## src/rtl/dcp_pkg.sv

```systemverilog
// Shared types and helpers for the decoupled-protocol dispatch/switch units.
package dcp_pkg;

    typedef enum logic [1:0] {
        DISP_IDLE,
        DISP_FWD,
        DISP_DROP
    } disp_state_e;

    // A one-port or two-port build still needs a 1-bit destination field.
    function automatic int clog2_min1(input int n);
        return (n <= 2) ? 1 : $clog2(n);
    endfunction

endpackage

```

## src/rtl/dcp_dispatch_unit_if.sv

```systemverilog
// Input stream plus fan-out stream bundle seen by the dispatcher.
interface dcp_dispatch_unit_if
    import dcp_pkg::*;
#(
    parameter int DW   = 8,
    parameter int SNUM = 4,
    parameter int CNTW = 16
);
    localparam int DSTW = clog2_min1(SNUM);

    logic            iDcpIn_Vld;
    logic            iDcpIn_Rdy;
    logic [DW-1:0]   iDcpIn_Data;
    logic [DSTW-1:0] iDcpIn_Dst;
    logic            iDcpIn_Last;
    logic [SNUM-1:0] oDcpOut_Vld;
    logic [SNUM-1:0] oDcpOut_Rdy;
    logic [DW-1:0]   oDcpOut_Data;
    logic            oDcpOut_Last;
    logic [CNTW-1:0] oDropCnt;

    modport slave (
        input  iDcpIn_Vld, iDcpIn_Data, iDcpIn_Dst, iDcpIn_Last, oDcpOut_Rdy,
        output iDcpIn_Rdy, oDcpOut_Vld, oDcpOut_Data, oDcpOut_Last, oDropCnt
    );

    modport master (
        output iDcpIn_Vld, iDcpIn_Data, iDcpIn_Dst, iDcpIn_Last, oDcpOut_Rdy,
        input  iDcpIn_Rdy, oDcpOut_Vld, oDcpOut_Data, oDcpOut_Last, oDropCnt
    );

endinterface

```

## src/rtl/dcp_hold_reg.sv

```systemverilog
// One-entry register slice; a load wins over a drain in the same cycle.
module dcp_hold_reg #(
    parameter int W = 8
) (
    input  logic         iClk,
    input  logic         iRst,
    input  logic         load_i,
    input  logic         drain_i,
    input  logic [W-1:0] data_i,
    output logic         vld_o,
    output logic [W-1:0] data_o
);
    logic         vld_q;
    logic [W-1:0] data_q;

    always_ff @(posedge iClk or posedge iRst) begin
        if (iRst) begin
            vld_q  <= 1'b0;
            data_q <= '0;
        end else if (load_i) begin
            vld_q  <= 1'b1;
            data_q <= data_i;
        end else if (drain_i) begin
            vld_q  <= 1'b0;
        end
    end

    assign vld_o  = vld_q;
    assign data_o = data_q;

endmodule

```

## src/rtl/dcp_dispatch_unit.sv

```systemverilog
// 1-to-SNUM packet dispatcher: head beat picks the port, route locked until Last.
module dcp_dispatch_unit
    import dcp_pkg::*;
#(
    parameter int DW   = 8,
    parameter int SNUM = 4,
    parameter int CNTW = 16
) (
    input logic                iClk,
    input logic                iRst,
    dcp_dispatch_unit_if.slave dcp
);
    localparam int DSTW = clog2_min1(SNUM);
    localparam int HW   = DSTW + 1 + DW;

    disp_state_e     state_q, state_d;
    logic [DSTW-1:0] lock_q, lock_d;
    logic [CNTW-1:0] cnt_q, cnt_d;

    logic            hold_vld;
    logic [HW-1:0]   hold_pay;
    logic [DSTW-1:0] hold_port;
    logic            load;
    logic [DSTW-1:0] load_port;
    logic            drain;
    logic            in_rdy;
    logic            accept;
    logic            dst_ok;

    dcp_hold_reg #(.W(HW)) u_hold (
        .iClk    (iClk),
        .iRst    (iRst),
        .load_i  (load),
        .drain_i (drain),
        .data_i  ({load_port, dcp.iDcpIn_Last, dcp.iDcpIn_Data}),
        .vld_o   (hold_vld),
        .data_o  (hold_pay)
    );

    assign hold_port        = hold_pay[HW-1 -: DSTW];
    assign dcp.oDcpOut_Last = hold_pay[DW];
    assign dcp.oDcpOut_Data = hold_pay[DW-1:0];

    for (genvar gi = 0; gi < SNUM; gi++) begin : g_vld
        assign dcp.oDcpOut_Vld[gi] = hold_vld && (hold_port == DSTW'(gi));
    end

    // Only the selected port's ready can matter since at most one Vld bit is set.
    assign drain  = |(dcp.oDcpOut_Vld & dcp.oDcpOut_Rdy);
    assign dst_ok = ({1'b0, dcp.iDcpIn_Dst} < (DSTW+1)'(SNUM));
    assign accept = dcp.iDcpIn_Vld && in_rdy;
    assign dcp.iDcpIn_Rdy = in_rdy;
    assign dcp.oDropCnt   = cnt_q;

    always_comb begin
        state_d   = state_q;
        lock_d    = lock_q;
        cnt_d     = cnt_q;
        load      = 1'b0;
        load_port = lock_q;
        in_rdy    = !hold_vld || drain;
        unique case (state_q)
            DISP_IDLE: begin
                if (!dst_ok) in_rdy = 1'b1;
                if (accept) begin
                    if (dst_ok) begin
                        load      = 1'b1;
                        load_port = dcp.iDcpIn_Dst;
                        if (!dcp.iDcpIn_Last) begin
                            state_d = DISP_FWD;
                            lock_d  = dcp.iDcpIn_Dst;
                        end
                    end else begin
                        cnt_d = (&cnt_q) ? cnt_q : cnt_q + CNTW'(1);
                        if (!dcp.iDcpIn_Last) state_d = DISP_DROP;
                    end
                end
            end
            DISP_FWD: begin
                if (accept) begin
                    load = 1'b1;
                    if (dcp.iDcpIn_Last) state_d = DISP_IDLE;
                end
            end
            DISP_DROP: begin
                in_rdy = 1'b1;
                if (accept && dcp.iDcpIn_Last) state_d = DISP_IDLE;
            end
            default: state_d = DISP_IDLE;
        endcase
    end

    always_ff @(posedge iClk or posedge iRst) begin
        if (iRst) begin
            state_q <= DISP_IDLE;
            lock_q  <= '0;
            cnt_q   <= '0;
        end else begin
            state_q <= state_d;
            lock_q  <= lock_d;
            cnt_q   <= cnt_d;
        end
    end

endmodule
```

## src/flat_wrapper.sv

```systemverilog
// flat-port wrapper written by rule: the top's interface ports become plain ports
module dcp_dispatch_unit_flat import dcp_pkg::*;
#(
    parameter int DW   = 8,
    parameter int SNUM = 4,
    parameter int CNTW = 16
)
  (iClk, iRst, dcp_iDcpIn_Vld, dcp_iDcpIn_Data, dcp_iDcpIn_Dst, dcp_iDcpIn_Last, dcp_oDcpOut_Rdy, dcp_iDcpIn_Rdy, dcp_oDcpOut_Vld, dcp_oDcpOut_Data, dcp_oDcpOut_Last, dcp_oDropCnt);
  dcp_dispatch_unit_if #(.DW(DW), .SNUM(SNUM), .CNTW(CNTW)) dcp_i ();
  input logic iClk;
  input logic iRst;
  input wire logic [$bits(dcp_i.iDcpIn_Vld)-1:0] dcp_iDcpIn_Vld;
  input wire logic [$bits(dcp_i.iDcpIn_Data)-1:0] dcp_iDcpIn_Data;
  input wire logic [$bits(dcp_i.iDcpIn_Dst)-1:0] dcp_iDcpIn_Dst;
  input wire logic [$bits(dcp_i.iDcpIn_Last)-1:0] dcp_iDcpIn_Last;
  input wire logic [$bits(dcp_i.oDcpOut_Rdy)-1:0] dcp_oDcpOut_Rdy;
  output wire logic [$bits(dcp_i.iDcpIn_Rdy)-1:0] dcp_iDcpIn_Rdy;
  output wire logic [$bits(dcp_i.oDcpOut_Vld)-1:0] dcp_oDcpOut_Vld;
  output wire logic [$bits(dcp_i.oDcpOut_Data)-1:0] dcp_oDcpOut_Data;
  output wire logic [$bits(dcp_i.oDcpOut_Last)-1:0] dcp_oDcpOut_Last;
  output wire logic [$bits(dcp_i.oDropCnt)-1:0] dcp_oDropCnt;
  assign dcp_i.iDcpIn_Vld = dcp_iDcpIn_Vld;
  assign dcp_i.iDcpIn_Data = dcp_iDcpIn_Data;
  assign dcp_i.iDcpIn_Dst = dcp_iDcpIn_Dst;
  assign dcp_i.iDcpIn_Last = dcp_iDcpIn_Last;
  assign dcp_i.oDcpOut_Rdy = dcp_oDcpOut_Rdy;
  assign dcp_iDcpIn_Rdy = dcp_i.iDcpIn_Rdy;
  assign dcp_oDcpOut_Vld = dcp_i.oDcpOut_Vld;
  assign dcp_oDcpOut_Data = dcp_i.oDcpOut_Data;
  assign dcp_oDcpOut_Last = dcp_i.oDcpOut_Last;
  assign dcp_oDropCnt = dcp_i.oDropCnt;
  dcp_dispatch_unit #(.DW(DW), .SNUM(SNUM), .CNTW(CNTW)) u_core (.iClk(iClk), .iRst(iRst), .dcp(dcp_i));
endmodule
```

## config.mk

```make
export PLATFORM = sky130hd
export DESIGN_NAME = dcp_dispatch_unit_flat
export DESIGN_NICKNAME = d
export VERILOG_FILES = /design/src/rtl/dcp_pkg.sv /design/src/rtl/dcp_dispatch_unit_if.sv /design/src/rtl/dcp_hold_reg.sv /design/src/rtl/dcp_dispatch_unit.sv /design/src/flat_wrapper.sv
export SDC_FILE = /design/constraint.sdc
export NUM_CORES = 1
export LEC_CHECK = 0
export ABC_AREA = 1
export CELL_PAD_IN_SITES_DETAIL_PLACEMENT = 1
export CELL_PAD_IN_SITES_GLOBAL_PLACEMENT = 1
export CORE_ASPECT_RATIO = 0.7
export CORE_MARGIN = 2
export CORE_UTILIZATION = 29
export CTS_BUF_LIST = sky130_fd_sc_hd__clkbuf_4
export DETAILED_ROUTE_END_ITERATION = 6
export GPL_TIMING_DRIVEN = 1
export PLACE_DENSITY_LB_ADDON = 0.05
export SLEW_MARGIN = 20
export SYNTH_ARGS = -nofsm -noshare
export SYNTH_HDL_FRONTEND = slang
export SYNTH_SLANG_ARGS = --single-unit
```

## constraint.sdc

```tcl
create_clock -name iClk -period 2.1 [get_ports iClk]
set_input_delay 0.42 -clock iClk [delete_from_list [all_inputs] [get_ports iClk]]
set_output_delay 0.42 -clock iClk [all_outputs]
set_load 0.1 [all_outputs]
```

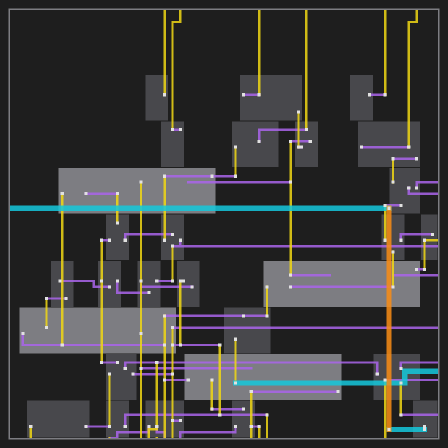
Figure 1: run 1, a small window of the routed layout.
Region (5, 25) to (30, 50) microns. Cells in gray, sequential cells in the stronger gray; small squares are vias.
| layer | color |
|---|---|
| metal 2 | yellow |
| metal 1 | purple |
| metal 3 | cyan |
| metal 4 | orange |
netlist names of flops here include: `u_core.u_hold.data_o` (2)
sequential cells in the window: 4
most frequent: nand2_1 (7), dfrtp_1 (4)
cells with their middle in the window: 28

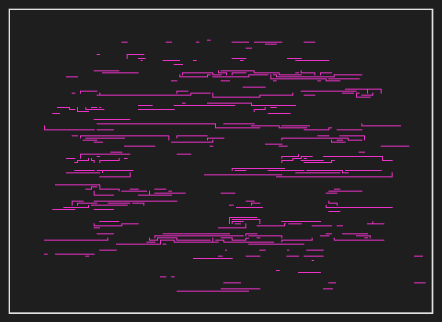
Figure 2: run 1, the metal 1 layer.
(6 px per micron)
longest straight run: 19.8 microns
main direction: horizontal
share of all routed wire: 48%
wire length on this layer: 916 microns
nets with wire on the layer: 123
Routed Wire Length: 1920 microns
Via Count: 705
met1 Use GR: 15.7%

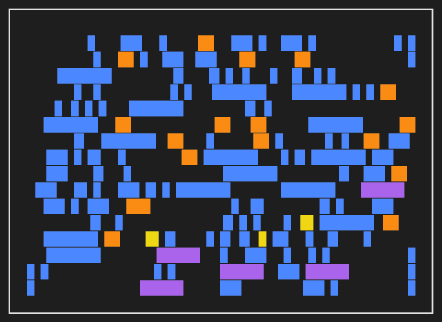
Figure 3: run 1, cells by drive strength.
(6 px per micron)
| size | color | cells |
|---|---|---|
| _0 and _1 cells | blue | 112 |
| _3 and _4 cells | orange | 17 |
| _6 and larger | purple | 5 |
| _2 cells | yellow | 3 |

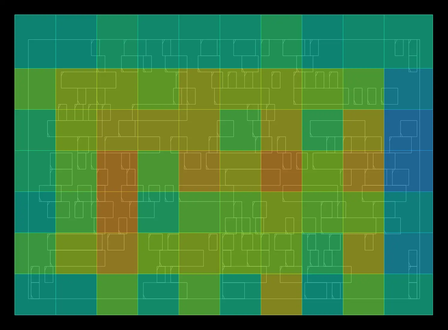
Figure 4: run 1, track usage over the die.
gr usage total: 11.4%
Finished Core Util: 41.3%
grt peak-use layer: met2

## run 1: cell families after synthesis
kind of cell           after synthesis  synth area share, %
AND-OR/OR-AND                        3                 1.96
other                                1                0.420
flip-flops                          15                 42.1
buffers and inverters               37                 27.1
AND/OR/NAND/NOR                     53                 26.2
multiplexers                         2                 2.24
## run 1: sequential cells by signal (all words and copies together), names as in the netlist
name / count
u_core.u_hold.vld_o: 1
u_core.state_q: 1
u_core.lock_q: 2
u_core.u_hold.data_o: 11
## run 1: final timing paths
path / startpoint / to / cells after the start
setup / recovery: dcp_oDcpOut_Rdy[3] / dcp_iDcpIn_Rdy / 6
setup reg to reg: u_core.u_hold.data_o[10]$_DFFE_PP0P_ / u_core.u_hold.data_o[10]$_DFFE_PP0P_ / 9
min in group asynchronous: iRst / u_core.u_hold.data_o[8]$_DFFE_PP0P_ / 2
hold / removal: u_core.u_hold.data_o[6]$_DFFE_PP0P_ / u_core.u_hold.data_o[6]$_DFFE_PP0P_ / 2
hold reg to reg: u_core.u_hold.data_o[6]$_DFFE_PP0P_ / u_core.u_hold.data_o[6]$_DFFE_PP0P_ / 2
max in group asynchronous: iRst / u_core.u_hold.data_o[5]$_DFFE_PP0P_ / 2
## run 1: Yosys cell counts
cell type and instances:
dfrtp_1 15, o21ai_0 2, nor2_1 5, nand4_1 3, nand3_1 12, buf_6 1, conb_1 1, nor3_1 2
buf_2 1, inv_1 9, buf_4 25, nand2_2 1, o21bai_1 1, nand2_4 1, nand2_1 29, inv_2 1
mux2i_1 2
==> GITHUB_STEP_SUMMARY, run 1 <==
## PnR job results

| Metric | Value |
|---|---|
| Largest net degree at the start of global routing | `16` |
| Clk tree area frac | `2.54%` |
| Buffer share of cell area | `30.5%` |
| Clk sinks | `15` |
| Via/cell ratio | `4.08` |
| Core ar. | `0.00286 sq mm` |
| CTS tree | `yes` |
| Most used logic cell in the final layout | `nand2_1` |
| Layout Cell Area excl Fill | `0.00118 sq mm` |
| Largest stage delay on the critical path | `0.45 ns` |
| Comb gate area | `334 sq um` |
| Clk buf depth | `2` |
| Peak Freq | `540 MHz` |
| Non-clk bufs | `34` |
| Sequential share of cell area | `31.7%` |
| Status | `finished clean` |
| Post-CTS Resized | `0` |
| Slew headroom | `60.5%` |
| Met2 Usage GRT | `16.4%` |
| Pre-CTS setup slack | `0.230 ns` |
| Finished Layout Cells | `173` |
| Maxcap violations | `0` |
| Number of synthesis warnings | `0` |
| Global placer's final weighted congestion | `0.683` |
| I/O Pins | `48` |
| PortBufs | `31` |
| First-pass GRT wire length | `3070 microns` |
| Setup-failing EPs final | `0` |
| # nets final | `156` |
| Top Metal Used | `met4` |
| # diodes | `0` |
| Critical-path cell list | `clkdlybuf4s50_1, inv_1, o21bai_1, nor2_1, nand2_2, buf_12` |
| Full die area | `0.00354 sq mm` |
| CTS Hold Bufs | `0` |
| Worst Setup End Kind | `primary output` |
| Minimum hold slack | `0.483 ns` |
| Chip width | `70.3 microns` |
| Initial Util | `31.2%` |
| H-tree levels | `1` |
| Initial antenna violation count | `0` |
| Critical-path top delay cell | `clkdlybuf4s50_1` |
| Remaining DRCs | `0` |
| Placed cell area | `0.00115 sq mm` |
| Clkbuf count | `4` |
## Run 2: what changed since run 1
- clock period: 2.1 -> 2.4 ns (I/O delays scaled with it)
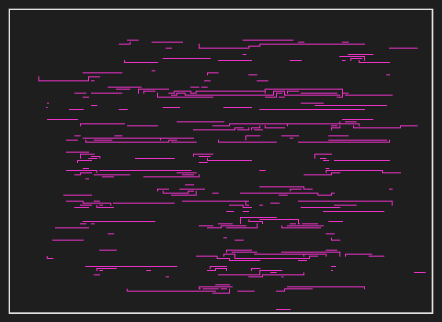
Figure 5: run 2, the metal 1 layer.
(6 px per micron)
wire length on this layer: 983 microns
nets with wire on the layer: 121
share of all routed wire: 49%
main direction: horizontal
longest straight run: 21.6 microns

==> GITHUB_STEP_SUMMARY, run 2 <==
## PnR job results

| Metric | Value |
|---|---|
| Clk sinks | `15 (unchanged)` |
| Peak Freq | `525 MHz` |
| Async S/R FF share, synth | `100% (unchanged)` |
| Layout Cell Area excl Fill | `0.00111 sq mm (-5.7%)` |
| Placed cell area | `0.00108 sq mm (-5.9%)` |
| Post-synth EDFFs | `0 (unchanged)` |
| Chip width | `70.3 microns (unchanged)` |
| Most used logic cell in the final layout | `nand2_1` |
| Status | `finished clean` |
| Pre-CTS setup slack | `0.468 ns (+0.238 ns)` |
| First-pass GRT wire length | `3280 microns (+6.7%)` |
| CTS Hold Bufs | `0 (unchanged)` |
| Met1 Use GR | `17.0% (+1.3 points)` |
| Post-CTS Resized | `0 (unchanged)` |
| Critical-path cell list | `clkdlybuf4s50_1, inv_1, o21bai_1, nor2_1, nand2_2, buf_12` |
| Top Metal Used | `met4` |
| Largest net degree at the start of global routing | `16 (unchanged)` |
| CTS tree | `yes` |
| Maxcap violations | `0 (unchanged)` |
| Minimum hold slack | `0.487 ns (+0.00409 ns)` |
| Critical-path top delay cell | `clkdlybuf4s50_1` |
| # diodes | `0 (unchanged)` |
| Main synth FF type | `dfrtp_1` |
| Largest stage delay on the critical path | `0.45 ns (about the same)` |
| Routed Wire Length | `2000 microns (+4.2%)` |
| Via Count | `698 (-0.99%)` |
| Worst Setup End Kind | `primary output` |
| Commonest cells in the netlist | `nand2_1 (29), buf_4 (25), dfrtp_1 (15)` |
| Full die area | `0.00354 sq mm (unchanged)` |
| Via/cell ratio | `4.08 (+0.17%)` |
| # nets final | `154 (-1.3%)` |
| Grt peak-use layer | `met2` |
| PortBufs | `31 (unchanged)` |
| Setup-failing EPs final | `0 (unchanged)` |
| Clk buf depth | `2 (unchanged)` |
| Flip-flop count of the largest register after layout | `11 (unchanged)` |
| Initial Util | `31.2% (unchanged)` |
| I/O Pins | `48 (unchanged)` |
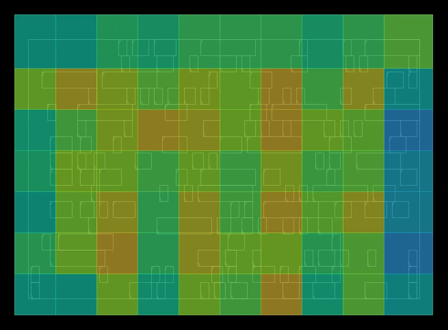
Figure 6: run 2, track usage over the die.
Finished Core Util: 38.9%
met3 GRT Util: 4.22%
met2 Usage GRT: 17.3%

==> run 2: netlist changes by cell type in the layout (fill, tap and decap cells not counted) <==
cell | previous run | this run
buf_12 | 5 | 1
buf_4 | 12 | 14
nor2_2 | 1 | 0
nor2_1 | 4 | 5
==> run 2: path summary, 6_finish.rpt <==
path / endpoint / from / depth (start not counted) / slack [ns]
max: dcp_iDcpIn_Rdy / dcp_oDcpOut_Rdy[3] / 6 / 0.49
min: u_core.u_hold.data_o[0]$_DFFE_PP0P_ / u_core.u_hold.data_o[0]$_DFFE_PP0P_ / 2 / 0.49
max reg2reg: u_core.u_hold.data_o[10]$_DFFE_PP0P_ / u_core.u_hold.data_o[10]$_DFFE_PP0P_ / 9 / 0.85
min reg2reg: u_core.u_hold.data_o[0]$_DFFE_PP0P_ / u_core.u_hold.data_o[0]$_DFFE_PP0P_ / 2 / 0.49
max in group asynchronous: u_core.u_hold.data_o[4]$_DFFE_PP0P_ / iRst / 2 / 1.44
min in group asynchronous: u_core.lock_q[1]$_DFFE_PP0P_ / iRst / 2 / 0.56
==> run 2: cells by family after synthesis <==
kind of cell / Yosys count / synth area share, %
buf+inv: 37 / 27.1
mux: 2 / 2.24
flops: 15 / 42.1
other cells: 1 / 0.420
simple gates: 53 / 26.2
compound gates: 3 / 1.96
==> run 2: final cells by class <==
type	instances	area (sq um)	share of cell area, %
Clock buffer	4	30.0	2.69
Timing Repair Buffer	32	295	26.5
Inverter	10	37.5	3.37
Sequential cell	15	375	33.7
Tap cell	36	45.0	4.04
Multi-Input combinational cell	74	332	29.7
## Run 3: what changed since run 2
- CORE_UTILIZATION: 29 -> 27
- clock period: 2.4 -> 1.93 ns (I/O delays scaled with it)
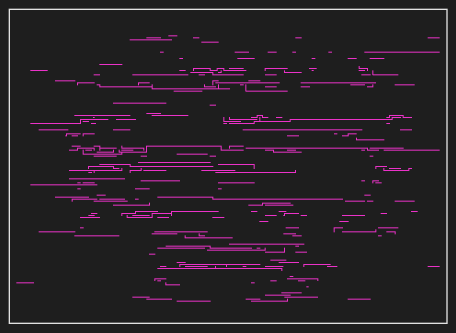
Figure 7: run 3, the metal 1 layer.
(6 px per micron)
share of all routed wire: 45%
wire length on this layer: 914 microns

==> GITHUB_STEP_SUMMARY, run 3 <==
## PnR job results

| Metric | Value |
|---|---|
| Status | `finished clean` |
| Setup tns final | `0 ns` |
| XOR/XNOR Area Share | `0% (unchanged)` |
| Compound Share, Synth | `1.96% (unchanged)` |
| Post-synth EDFFs | `0 (unchanged)` |
| DRT iter0 DRCs | `11` |
| Peak Freq | `553 MHz` |
| Core ar. | `0.00315 sq mm` |
| Most common logic cells in the final layout | `nand2_1 (29), clkdlybuf4s50_1 (17), conb_1 (16)` |
| Async S/R FF share, synth | `100% (unchanged)` |
| Slew headroom | `60.6%` |
| Period utilisation layout | `93.6%` |
| Area share, top type | `42.1%` |
| Routed wire per std cell | `11.5 microns` |
| CTS Hold Bufs | `0 (unchanged)` |
| PortBufs | `31 (unchanged)` |
| Mux cell area share | `2.24% (unchanged)` |
| Critical-path cell list | `nand2_1, o21bai_1, nor2_1, nand2_2, buf_12` |
| Total CTS buffers | `3` |
| Syn Area/Cell | `8.04 sq um` |
| Worst Setup End Kind | `primary output` |
| Clk buf depth | `2 (unchanged)` |
| Most used logic cell in the final layout | `nand2_1` |
| Full die area | `0.00379 sq mm (+6.9%)` |
| TritonRoute pass-1 iters | `2` |
| CTS tree | `yes` |
| Initial Util | `28.3% (-2.8 points)` |
| Area delta synth->final | `34.6%` |
| Comb gate area | `344 sq um (+3.8%)` |
| Antenna-violating nets left | `0` |
| Largest net degree at the start of global routing | `16 (unchanged)` |
| Setup-failing EPs final | `0 (unchanged)` |
| Max FO, Critical Path | `7` |
| Largest stage delay on the critical path | `0.51 ns (+0.06 ns)` |
| RSZ-0062 raised after global routing | `no` |
| FA/HA/MAJ Cells, Area Fraction | `0% (unchanged)` |
| Main synth FF type | `dfrtp_1` |
| I/O Pins | `48 (unchanged)` |
| YS chip area | `892 sq um` |
| Post-CTS Resized | `0 (unchanged)` |
| Pre-CTS setup slack | `0.185 ns (-0.283 ns)` |
| Via/cell ratio | `4.12 (+0.92%)` |
| Synthesized cell area | `892 sq um` |
| Final hold violation count | `0` |
| Hold Crit Class | `in2async` |
| Remaining DRCs | `0` |
| CTS clock-pin slew for the worst setup and hold paths | `0.09 ns` |
| Final WS setup | `0.123 ns` |
| Critical Path AT | `1.42 ns` |
| Gr usage total | `11.6%` |
| Via Count | `725 (+3.9%)` |
| Sequential cell area | `377 sq um (+0.33%)` |
| CP top delay family | `flip-flops` |
| Row cnt | `17` |
| Reg2reg setup slack | `0.43 ns (-0.42 ns)` |
| Worst R2R Start | `u_core.u_hold.data_o[9]$_DFFE_PP0P_` |
| Maxcap violations | `0 (unchanged)` |
| Routed Wire Length | `2030 microns (+1.3%)` |
| Flip-flop count of the largest register after layout | `11 (unchanged)` |
| Yosys cell types | `17` |
| HPWL Detailed | `1650 microns` |
| Total congestion overflow | `0` |
| Slew @ Worst Pin | `0.590 ns` |
| R2R depth | `9 (unchanged)` |
| Worst setup path class | `reg2out` |
| Critical-path top delay cell | `dfrtp_1` |
| Chip width | `72.7 microns (+3.4%)` |
| Number of buffers inserted by post-CTS setup repair | `0` |
| Simple-Gate Fraction of Synth Area | `26.2% (unchanged)` |
| # diodes | `0 (unchanged)` |
| #FFs+latches synth | `15` |
| R2r endpoint | `u_core.state_q[0]$_DFFE_PP0P_` |
| Clock Tree Root | `clkbuf_4` |
| Clk sinks | `15 (unchanged)` |
| Finished Core Util | `38.2% (-0.79 points)` |
| Clock skew | `0.00469 ns` |
| Commonest cells in the netlist | `nand2_1 (29), buf_4 (25), dfrtp_1 (15)` |
| Critical Path RT | `1.54 ns` |
| Initial antenna violation count | `0` |
| Cells after synthesis | `111` |
| # nets final | `157 (+1.9%)` |
| Buf/Inv on CP | `1` |
| Main logic family | `buffers and inverters` |
| Fillers | `380` |
| First-pass GRT wire length | `3270 microns (-0.21%)` |
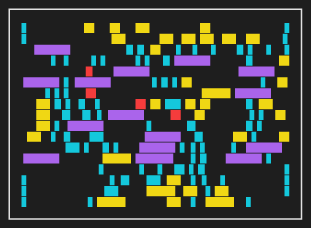
Figure 8: run 3, placed cells, one color a class.
(4 px per micron)
| class | color | cells | share of their area |
|---|---|---|---|
| other buffers and delay cells | yellow | 35 | 32% |
| clock drivers and dummy loads | red | 4 | 2.4% |
| combinational and other logic | cyan | 84 | 33% |
| flops | purple | 15 | 33% |

run 3: area by class of cell:
type                    instances  area share [%]
clock inverters                 1           0.417
inverters                      10            3.13
well taps                      38            3.96
flip-flops and latches         15            31.4
multi-input cells              74            28.6
repair buffers                 35            30.6
clock buffers                   3            1.88
run 3: worst max path at each step:
stage / start / end / slack [ns] / depth (start not counted)
after global placement: dcp_oDcpOut_Rdy[3] / dcp_iDcpIn_Rdy / 0.18 / 6
after CTS: u_core.u_hold.data_o[10]$_DFFE_PP0P_ / dcp_iDcpIn_Rdy / 0.09 / 6
after floorplan: u_core.u_hold.data_o[9]$_DFFE_PP0P_ / dcp_oDcpOut_Vld[2] / -0.13 / 1
after detailed placement: dcp_oDcpOut_Rdy[2] / dcp_iDcpIn_Rdy / 0.19 / 6
after global routing: u_core.u_hold.data_o[10]$_DFFE_PP0P_ / dcp_iDcpIn_Rdy / 0.008 / 6
final: u_core.u_hold.data_o[9]$_DFFE_PP0P_ / dcp_iDcpIn_Rdy / 0.12 / 5
run 3: layer usage:
layer  GRT usage (%)  vias up  part of all wire (%)
met4            2.78        0                  0.59
met2            19.7       25                    48
met3            4.26        2                   6.0
met1            14.1      337                    45
met5               0        -                     0
li1                -      361                     -
run 3: per-stage QoR:
stage | instance area, sq um | hold WS [ns] | std cells
floorplan | 961 | 0.287 | 126
global placement | 1170 | 0.454 | 172
detailed placement | 1170 | 0.465 | 172
CTS | 1200 | 0.475 | 176
global route | 1200 | 0.489 | 176
finish | 1200 | 0.458 | 176
